File: src/rtl/button_hit_judge.sv
// button_hit_judge: player-input side of the LED-sweep reaction game.
// The raw active-low button passes through a two-flop synchroniser and a
// debouncer. Each new debounced press is then judged against the sweep
// position, which gives one registered hit or miss pulse and a saturating
// score.
// Optional feature macro: MISS_PENALTY_EN. When it is defined, each miss
// decrements the score, and the score cannot go below 0.
`timescale 1ns/1ps
module button_hit_judge #(
  parameter int DEBOUNCE_CYCLES = 16,
  parameter int POS_W           = 3,
  parameter int TARGET_POS      = 7,
  parameter int SCORE_W         = 4
) (
  input  logic               clk,
  input  logic               reset,
  input  logic               button1,
  input  logic [POS_W-1:0]   pos,
  output logic               hit,
  output logic               miss,
  output logic [SCORE_W-1:0] score,
  output logic               score_max,
  output logic               pressed
);

  localparam int                 CNT_W     = $clog2(DEBOUNCE_CYCLES);
  localparam logic [CNT_W-1:0]   CNT_LAST  = CNT_W'(DEBOUNCE_CYCLES - 1);
  localparam logic [POS_W-1:0]   TARGET    = POS_W'(TARGET_POS);
  localparam logic [SCORE_W-1:0] SCORE_TOP = {SCORE_W{1'b1}};

  typedef enum logic {ST_READY, ST_LOCKED} state_t;

  logic [1:0]         r_sync;
  logic               w_s;
  logic [CNT_W-1:0]   r_cnt;
  logic               r_pressed;
  logic               r_pressed_d;
  logic               w_press;
  logic               w_at_target;
  state_t             r_state;
  state_t             w_state_next;
  logic               w_hit_next;
  logic               w_miss_next;
  logic               r_hit;
  logic               r_miss;
  logic               r_window;
  logic [SCORE_W-1:0] r_score;

  // The synchroniser carries the raw button level. It resets to 1, which
  // means the button is released, so w_s is 1 while the button is pressed.
  always_ff @(posedge clk or negedge reset) begin
    if (!reset) r_sync <= 2'b11;
    else        r_sync <= {r_sync[0], button1};
  end

  assign w_s = ~r_sync[1];

  // Debounce: a changed level must persist for DEBOUNCE_CYCLES consecutive edges before pressed follows it.
  always_ff @(posedge clk or negedge reset) begin
    if (!reset) begin
      r_cnt     <= '0;
      r_pressed <= 1'b0;
    end else if (w_s == r_pressed) begin
      r_cnt <= '0;
    end else if (r_cnt == CNT_LAST) begin
      r_pressed <= w_s;
      r_cnt     <= '0;
    end else begin
      r_cnt <= r_cnt + CNT_W'(1);
    end
  end

  // Delayed copy of the debounced level, used to detect the rising edge (press event).
  always_ff @(posedge clk or negedge reset) begin
    if (!reset) r_pressed_d <= 1'b0;
    else        r_pressed_d <= r_pressed;
  end

  assign w_press     = r_pressed & ~r_pressed_d;
  assign w_at_target = (pos == TARGET);

  // FSM state register.
  always_ff @(posedge clk or negedge reset) begin
    if (!reset) r_state <= ST_READY;
    else        r_state <= w_state_next;
  end

  // Judge a press in READY, then stay LOCKED until the debounced release.
  always_comb begin
    w_state_next = r_state;
    w_hit_next   = 1'b0;
    w_miss_next  = 1'b0;
    case (r_state)
      ST_READY: begin
        if (w_press) begin
          if (w_at_target && !r_window) w_hit_next  = 1'b1;
          else                          w_miss_next = 1'b1;
          w_state_next = ST_LOCKED;
        end
      end
      ST_LOCKED: begin
        if (!r_pressed) w_state_next = ST_READY;
      end
      default: w_state_next = ST_READY;
    endcase
  end

  // Registered pulses. A hit sets the window flag, and the flag stays set
  // until pos leaves the target.
  always_ff @(posedge clk or negedge reset) begin
    if (!reset) begin
      r_hit    <= 1'b0;
      r_miss   <= 1'b0;
      r_window <= 1'b0;
    end else begin
      r_hit  <= w_hit_next;
      r_miss <= w_miss_next;
      if (w_hit_next)        r_window <= 1'b1;
      else if (!w_at_target) r_window <= 1'b0;
    end
  end

  // Score update. Hits count up and saturate at the top value.
`ifdef MISS_PENALTY_EN
  // Misses count down, with 0 as the floor.
`endif
  always_ff @(posedge clk or negedge reset) begin
    if (!reset) begin
      r_score <= '0;
    end else if (w_hit_next) begin
      if (r_score != SCORE_TOP) r_score <= r_score + SCORE_W'(1);
`ifdef MISS_PENALTY_EN
    end else if (w_miss_next) begin
      if (r_score != '0) r_score <= r_score - SCORE_W'(1);
`endif
    end
  end

  assign hit       = r_hit;
  assign miss      = r_miss;
  assign score     = r_score;
  assign score_max = (r_score == SCORE_TOP);
  assign pressed   = r_pressed;

endmodule
File: config.mk
export PLATFORM = sky130hd
export DESIGN_NAME = button_hit_judge
export DESIGN_NICKNAME = d
export VERILOG_FILES = /design/src/rtl/button_hit_judge.sv
export SDC_FILE = /design/constraint.sdc
export NUM_CORES = 1
export LEC_CHECK = 0
export ABC_AREA = 1
export CORE_MARGIN = 2
export CORE_UTILIZATION = 48
export DETAILED_ROUTE_END_ITERATION = 10
export GPL_TIMING_DRIVEN = 1
export PLACE_DENSITY = 0.8
export SLEW_MARGIN = 15
export SYNTH_ARGS = -nofsm -noshare
export SYNTH_HDL_FRONTEND = slang
export SYNTH_SLANG_ARGS = --single-unit
export TNS_END_PERCENT = 1
File: constraint.sdc
create_clock -name clk -period 1.2 [get_ports clk]
set_input_delay 0.24 -clock clk [delete_from_list [all_inputs] [get_ports clk]]
set_output_delay 0.24 -clock clk [all_outputs]
set_load 0.01 [all_outputs]
Fig. 1: run 1, routing congestion
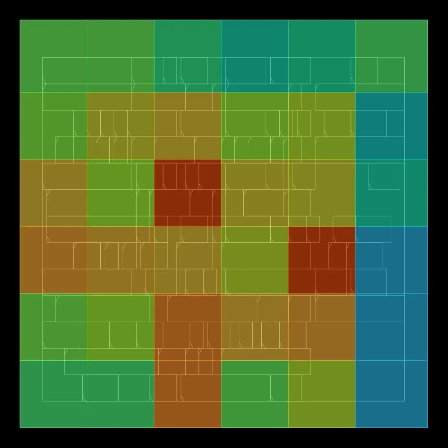
met2 Resource Use GR: 32.50%
routed wire length per instance: 13.79 µm
layer with the highest usage: met2
global-route met3 utilization: 5.652%

Fig. 2: run 1, wiring by layer
(10 px per µm)
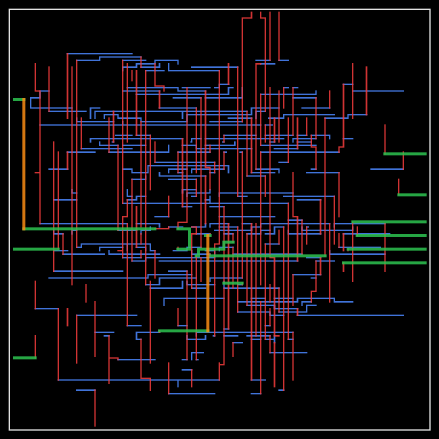
| color | layer | wire length |
|---|---|---|
| orange | M4 | 22.4 µm |
| green | M3 | 84.9 µm |
| red | M2 | 808 µm |
| blue | M1 | 700 µm |
Total GRT Usage: 20.00%
total number of vias: 618
final wirelength: 1614 µm

Fig. 3: run 1, a small window of the routed layout
Window x 21 to 41, y 0 to 20 µm. Cells in gray, sequential cells in the stronger gray; small squares are vias.
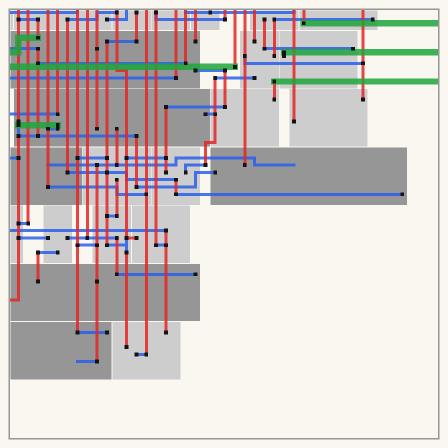
| color | layer |
|---|---|
| red | M2 |
| green | M3 |
| blue | M1 |
sequential cells in the window: 5
cells with their middle in the window: 15
netlist names of flops here include: `r_cnt` (3)
most frequent: dfrtp_1 (5), nand3_1 (2), clkdlybuf4s50_1 (2)

==> ds_physical_params.txt <==
Characteristics after synthesis and place and route

Parameter                              Value

Worst setup path
  Kind of critical path .................. register to output pin

Detailed routing
  Iteration-0 DRC count of the detailed router .................. 16
  Detailed-router iteration count before antenna repair .................. 4

STA
  Tightest slew margin relative to the limit .................. 85.78%
  Min setup slack post-route .................. -0.1558 ns
  # setup viols final .................. 3

Pwr
  Leakage .................. 0.0005112 µW

Layout
  Relative area change from synthesis to final layout .................. 45.83%
  Final layout net count .................. 111
  Most frequent logic cell in the layout .................. sky130_fd_sc_hd__nand2_1
  Area of all placed cells without fillers .................. 1007 µm²

Clock tree
  Max H-tree Level .................. 1

Run status
  Run status .................. finished, violations left
  Violated checks .................. negative setup slack

Floorplan
  Boundary Pins .................. 14
  Site Rows .................. 13

Placed design
  Routability-driven placement congestion ratio .................. 0.8284
  Sum of net half-perimeters after detailed placement .................. 1122 µm
  IO Port Bufs .................. 13

Global routing
  Wire length of the first global-routing pass .................. 2601 µm
  Largest net degree at the start of global routing .................. 10
  Total congestion overflow .................. 0
==> run 1: layer usage <==
layer | vias up | part of all wire, %
li1 | 293 | -
met1 | 302 | 43
met2 | 19 | 50
met3 | 4 | 5.2
met4 | 0 | 1.4
met5 | - | 0
==> run 1: area by class of cell <==
class | instances | area [µm²]
inverters | 8 | 30.03
well taps | 15 | 18.77
clock buffers | 4 | 36.28
repair buffers | 28 | 251.5
multi-input cells | 46 | 267.8
flip-flops and latches | 16 | 402.9
fillers | 90 | 310.3
==> run 1: through the flow <==
step           setup WS (ns)  power, µW
2_1_floorplan        0.05115      590.5
3_3_place_gp         -0.1994      630.0
3_5_place_dp         -0.2431      635.3
4_1_cts              -0.1665      991.5
5_1_grt              -0.1921       1021
6_report             -0.1558      987.3
==> run 1: where the power goes <==
| group | total (µW) | switching (µW) | internal, µW | leakage [µW] |
|---|---|---|---|---|
| logic | 64.2 | 30.2 | 34.0 | 0.000276 |
| clock network | 361 | 176 | 185 | 0.0000210 |
| registers | 562 | 8.56 | 553 | 0.000214 |
| total | 987 | 215 | 772 | 0.000511 |
==> run 1: cell families (layout without fill, tap and decap cells) <==
| logic type | after synthesis | after routing | synth area share (%) |
|---|---|---|---|
| compound gates | 2 | 2 | 1.448 |
| xor+xnor | 3 | 3 | 3.805 |
| fa+ha+maj | 2 | 2 | 3.623 |
| buf+inv | 8 | 40 | 4.348 |
| flops | 16 | 16 | 58.33 |
| simple gates | 39 | 39 | 28.44 |
==> run 1: Yosys cell counts <==
master,instances,share of area [%]
sky130_fd_sc_hd__a21oi_1,1,0.72
sky130_fd_sc_hd__dfrtp_1,14,51
sky130_fd_sc_hd__dfstp_2,2,7.6
sky130_fd_sc_hd__ha_1,2,3.6
sky130_fd_sc_hd__inv_1,7,3.8
sky130_fd_sc_hd__inv_2,1,0.54
sky130_fd_sc_hd__nand2_1,17,9.2
sky130_fd_sc_hd__nand2b_1,1,0.91
sky130_fd_sc_hd__nand3_1,5,3.6
sky130_fd_sc_hd__nand3_2,2,2.9
sky130_fd_sc_hd__nand3b_1,1,1.1
sky130_fd_sc_hd__nand4_1,5,4.5
sky130_fd_sc_hd__nor2_1,5,2.7
sky130_fd_sc_hd__nor2_2,2,1.8
sky130_fd_sc_hd__nor2_4,1,1.6
sky130_fd_sc_hd__o21ai_0,1,0.72
sky130_fd_sc_hd__xnor2_1,1,1.3
sky130_fd_sc_hd__xor2_1,2,2.5
==> run 1: timing repair <==
item                                    in CTS  in global routing
endpoints found under the setup margin      11                  8
gates resized                               26                  7
setup buffers                                3                  1
endpoints found under the hold margin        0                  0
pin swaps                                    2                  1
==> run 1: worst max-delay path, cell delays in order, from the launching register on <==
cell and delay (ns):
sky130_fd_sc_hd__dfrtp_1 0.40, sky130_fd_sc_hd__ha_2 0.20, sky130_fd_sc_hd__nand3_2 0.08, sky130_fd_sc_hd__inv_2 0.04, sky130_fd_sc_hd__buf_6 0.11
==> run 1: registers in the layout (all words and copies together), names as in the netlist <==
register,count
r_cnt,4
score,4
r_sync,2
hit,1
miss,1
pressed,1
r_pressed_d,1
r_state,1
r_window,1
Power is estimated from default activity; no workload was simulated.
